==> src/rtl/vga_scan_timing.sv <==
// vga_scan_timing: pixel-rate divider and 640x480@60 scan counters.
// Optional FrameCount output when FRAME_COUNT_EN is defined.
module vga_scan_timing #(
  parameter int CLK_DIV    = 4,
  parameter int H_VISIBLE  = 640,
  parameter int H_FRONT    = 16,
  parameter int H_SYNC     = 96,
  parameter int H_BACK     = 48,
  parameter int V_VISIBLE  = 480,
  parameter int V_FRONT    = 10,
  parameter int V_SYNC     = 2,
  parameter int V_BACK     = 33,
  parameter int PIPE_DELAY = 1
) (
  input  logic        OriginalClk,
  input  logic        Reset,
  output logic [9:0]  XPosition,
  output logic [9:0]  YPosition,
  output logic        PixelTick,
  output logic        HSync,
  output logic        VSync,
  output logic        Visible,
  output logic        FrameStart
`ifdef FRAME_COUNT_EN
  ,
  output logic [15:0] FrameCount
`endif
);

  localparam int H_TOTAL = H_VISIBLE + H_FRONT + H_SYNC + H_BACK;
  localparam int V_TOTAL = V_VISIBLE + V_FRONT + V_SYNC + V_BACK;
  localparam int DW      = (CLK_DIV > 1) ? $clog2(CLK_DIV) : 1;
  localparam int HS_LO   = H_VISIBLE + H_FRONT;
  localparam int HS_HI   = H_VISIBLE + H_FRONT + H_SYNC;
  localparam int VS_LO   = V_VISIBLE + V_FRONT;
  localparam int VS_HI   = V_VISIBLE + V_FRONT + V_SYNC;

  // {hsync, vsync, visible} inactive pattern
  localparam logic [2:0] SYNC_IDLE = 3'b110;

  logic [DW-1:0] div_q;
  logic [DW-1:0] div_nxt;
  logic          div_last;
  logic          line_end;
  logic          frame_end;
  logic [9:0]    x_nxt;
  logic [9:0]    y_nxt;
  logic [2:0]    sync_nxt;
  logic [2:0]    sync_raw;

  assign div_last  = (div_q == DW'(CLK_DIV - 1));
  assign div_nxt   = div_last ? '0 : div_q + DW'(1);
  assign line_end  = (XPosition == 10'(H_TOTAL - 1));
  assign frame_end = line_end && (YPosition == 10'(V_TOTAL - 1));

  // next scan position, advancing only on the last divider phase
  always_comb begin
    x_nxt = XPosition;
    y_nxt = YPosition;
    if (div_last) begin
      if (line_end) begin
        x_nxt = '0;
        y_nxt = frame_end ? '0 : YPosition + 10'd1;
      end else begin
        x_nxt = XPosition + 10'd1;
      end
    end
  end

  // sync/visible decode of the position the counters are about to take
  always_comb begin
    sync_nxt[2] = !((x_nxt >= 10'(HS_LO)) && (x_nxt < 10'(HS_HI)));
    sync_nxt[1] = !((y_nxt >= 10'(VS_LO)) && (y_nxt < 10'(VS_HI)));
    sync_nxt[0] = (x_nxt < 10'(H_VISIBLE)) && (y_nxt < 10'(V_VISIBLE));
  end

  // divider, counters, strobes and undelayed sync, all in one register bank
  always_ff @(posedge OriginalClk or posedge Reset) begin
    if (Reset) begin
      div_q      <= '0;
      XPosition  <= '0;
      YPosition  <= '0;
      PixelTick  <= 1'b0;
      FrameStart <= 1'b0;
      sync_raw   <= SYNC_IDLE;
`ifdef FRAME_COUNT_EN
      FrameCount <= '0;
`endif
    end else begin
      div_q      <= div_nxt;
      PixelTick  <= (div_nxt == DW'(CLK_DIV - 1));
      FrameStart <= div_last && frame_end;
      if (div_last) begin
        XPosition <= x_nxt;
        YPosition <= y_nxt;
        sync_raw  <= sync_nxt;
      end
`ifdef FRAME_COUNT_EN
      if (div_last && frame_end) FrameCount <= FrameCount + 16'd1;
`endif
    end
  end

  generate
    if (PIPE_DELAY == 0) begin : g_nodly
      assign HSync   = sync_raw[2];
      assign VSync   = sync_raw[1];
      assign Visible = sync_raw[0];
    end else begin : g_dly
      logic [2:0] pipe [PIPE_DELAY];

      // align sync/visible with the renderers' registered layer output
      always_ff @(posedge OriginalClk or posedge Reset) begin
        if (Reset) begin
          for (int i = 0; i < PIPE_DELAY; i++) pipe[i] <= SYNC_IDLE;
        end else begin
          pipe[0] <= sync_raw;
          for (int i = 1; i < PIPE_DELAY; i++) pipe[i] <= pipe[i-1];
        end
      end

      assign HSync   = pipe[PIPE_DELAY-1][2];
      assign VSync   = pipe[PIPE_DELAY-1][1];
      assign Visible = pipe[PIPE_DELAY-1][0];
    end
  endgenerate

endmodule

==> config.mk <==
export PLATFORM = sky130hd
export DESIGN_NAME = vga_scan_timing
export DESIGN_NICKNAME = d
export VERILOG_FILES = /design/src/rtl/vga_scan_timing.sv
export SDC_FILE = /design/constraint.sdc
export NUM_CORES = 1
export LEC_CHECK = 0
export CORE_ASPECT_RATIO = 1.4
export CORE_MARGIN = 1.5
export CORE_UTILIZATION = 30
export CTS_CLUSTER_SIZE = 8
export DETAILED_ROUTE_END_ITERATION = 6
export HOLD_SLACK_MARGIN = 0.05
export PLACE_DENSITY_LB_ADDON = 0.25
export SETUP_SLACK_MARGIN = 0.3
export SYNTH_ARGS = -nofsm -noshare
export SYNTH_HDL_FRONTEND = slang
export SYNTH_SLANG_ARGS = --single-unit
==> constraint.sdc <==
create_clock -name OriginalClk -period 2.2 [get_ports OriginalClk]
set_input_delay 0.55 -clock OriginalClk [delete_from_list [all_inputs] [get_ports OriginalClk]]
set_output_delay 0.55 -clock OriginalClk [all_outputs]
set_load 0.01 [all_outputs]
Fig. 1: the metal 3 layer
Drawn at 6 px/um.
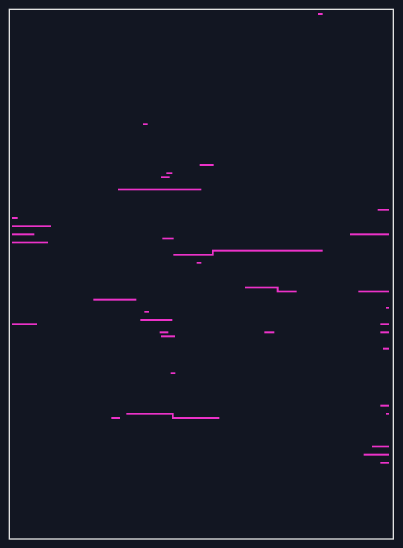
main direction: horizontal
wire length on this layer: 133 um
nets with wire on the layer: 27
share of all routed wire: 3.1%
wire length after detailed routing: 4250 um
detailed-route via count: 1456
GR met3 Demand/Resource: 3.73%

==> results.json <==
{
  "synth.avg_cell_area_um2": 10.1,
  "drc_viols": 0,
  "cts.hold.buffers_added": 0,
  "post_cts_resized": 28,
  "worst-setup-path-type": "flip-flop to flip-flop",
  "yosysCellCount": 153,
  "cts.sinks": 30,
  "adder_cell_area_share_of_the_yosys_netlist_pct": 4.04,
  "power_frac_seq_pct": 54.5,
  "core-area_um2": 4920,
  "final_period_minus_worst_setup_slack_ns": 1.96,
  "hpwlAfterDp_um": 2970,
  "synth.ff_latch_count": 30,
  "vias_per_cell": 5.16,
  "ant_nets": 0,
  "comb_power_share_pct": 1.3,
  "std_cell_rows": 30,
  "grt_start_max_net_pins": 31,
  "dp_worst_setup_slack_ns": -0.0689,
  "maxSlewHeadroom_pct": 74.0,
  "timing.critical_path.slowest_stage_cell": "sky130_fd_sc_hd__or4b_4",
  "number_of_enable_flip_flop_cells": 0,
  "report.power.total_w": 0.00101,
  "crit_fanout": 3,
  "drive_above_1_share_pct": 36.2,
  "crit_path_to": "sync_raw[1]",
  "ir_worst_vdd_uv": 286,
  "power_sequential_w": 0.000552,
  "clock_power_share_pct": 44.2,
  "synth.logic.top_family": "simple AND/OR/NAND/NOR gates",
  "synth-simple-area-share_pct": 23.6,
  "antennaDiodeCount": 0,
  "power-top-group": "sequential cells",
  "synth.lib_cells_used.distinct": 49,
  "clk_pin_slew_worst_paths_ns": 0.06,
  "register_area_um2": 766,
  "power_density_nw_per_um2": 422,
  "openroad.warnings": 30,
  "first_pass_grt_wire_length_um": 7090,
  "cp_data_required_time_ns": 2.41,
  "post-route-cell-area_um2": 2400,
  "layout.cells.non_filler": 282,
  "most_heavily_used_metal_layer_in_global_routing": "met2",
  "leakage_nw": 1.07,
  "critical_path.startpoint_type": "flip-flop",
  "regToRegEndpoint": "sync_raw[1]",
  "cp.buffers_inverters": 1,
  "mostFrequentLayoutCell": "sky130_fd_sc_hd__buf_4",
  "gp_congestion": 0.837,
  "report.final.setup_viol": 0,
  "cp_slowest_stage_delay_ns": 0.56,
  "die_h_um": 88.1,
  "crit_family": "simple AND/OR/NAND/NOR gates",
  "met2_length_um": 2270,
  "power_switching_share_pct": 20.4,
  "final_core_utilization_pct": 48.8,
  "number_of_antenna_violations_at_the_first_check_in_global_routing": 0,
  "initial_core_util_pct": 31.5,
  "cts-htree-levels": 2,
  "most-common-layout-cells": "sky130_fd_sc_hd__buf_4 (34), sky130_fd_sc_hd__clkdlybuf4s50_1 (20), sky130_fd_sc_hd__dfrtp_1 (18)",
  "m1WireLength_um": 1640,
  "netlist_area_um2": 1550,
  "cts_setup_buffers": 13,
  "placement.cell_area_um2": 1990,
  "area_delta_synth_final_pct": 54.9,
  "timing.max_cap.violations": 0,
  "routed-wl-met3_um": 132,
  "ctsRootBufferMaster": "sky130_fd_sc_hd__clkbuf_8",
  "synth.mux.area_fraction_pct": 1.94,
  "internal_power_w": 0.000807,
  "grt_setup_unrepaired": "true",
  "async_flop_share_pct": 100,
  "max_freq_ghz": 0.510,
  "fill_cells": 452,
  "layout.nets": 224,
  "synth_compound_gate_area_share_pct": 10.9,
  "drt_pre_antenna_iters": 4,
  "end_kind": "flip-flop",
  "yosysWarningCount": 0,
  "outcome": "finished clean",
  "grtUsageMet2_pct": 30.7,
  "worstReg2RegStart": "YPosition[1]",
  "setup_slack_ns": 0.239,
  "syn_nets": 160,
  "clock_latency_ns": 0.28,
  "max_slew.worst_pin.slew_ns": 0.389,
  "clockNetworkPower_w": 0.000448,
  "portBuffers": 26,
  "switching_power_w": 0.000207,
  "die_width_um": 63.8,
  "final-comb-area_um2": 862,
  "dr.first_iter.drc_count": 124,
  "slew_viol_final": 0,
  "p_comb_w": 0.0000136,
  "cts_buffers": 5
}
Fig. 2: signal metal coverage by tile
Drawn at 4 px/um. The die is cut into 13 by 18 equal tiles; black is low, pale yellow is high, scaled to the fullest tile. Values are wire area over tile area, all layers added.
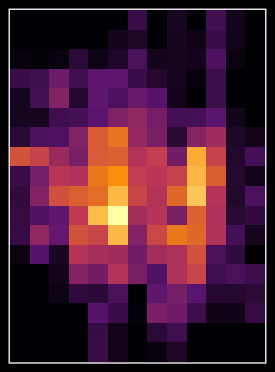
nearly empty tiles: 23%
densest ninth of the die: centre
mean over tiles: 0.12
tiles over half the peak: 14%
aggregate global-route resource usage: 16.8%
per-cell routed wire length: 15.1 um

[cells in the mapped netlist, drive strengths merged (2+ instances only)]
library cell  count  area (um2)
dfrtp            26         651
o21ai            11        55.1
a21oi             2        10.0
nand2b            2        12.5
xnor2             7        61.3
nor3              4        31.3
xor2              4        42.6
ha                5        62.6
inv              10        37.5
mux2i             3        30.0
buf               3        13.8
nand3            10        50.1
dfstp             4         105
nand4             6        37.5
a21boi            2        15.0
nand2             8        30.0
nor2             12        45.0
and3              4        26.3
nand4b            3        26.3
nor2b             2        12.5
clkbuf            3        12.5
[layout make-up]
type | instances | area share [%]
inverter | 10 | 1.56
clock inverter | 1 | 0.208
sequential | 30 | 31.9
tap | 64 | 3.34
timing repair buffer | 63 | 23.5
multi-input combinational | 107 | 35.9
clock buffer | 7 | 3.60
Power is estimated from default activity; no workload was simulated.
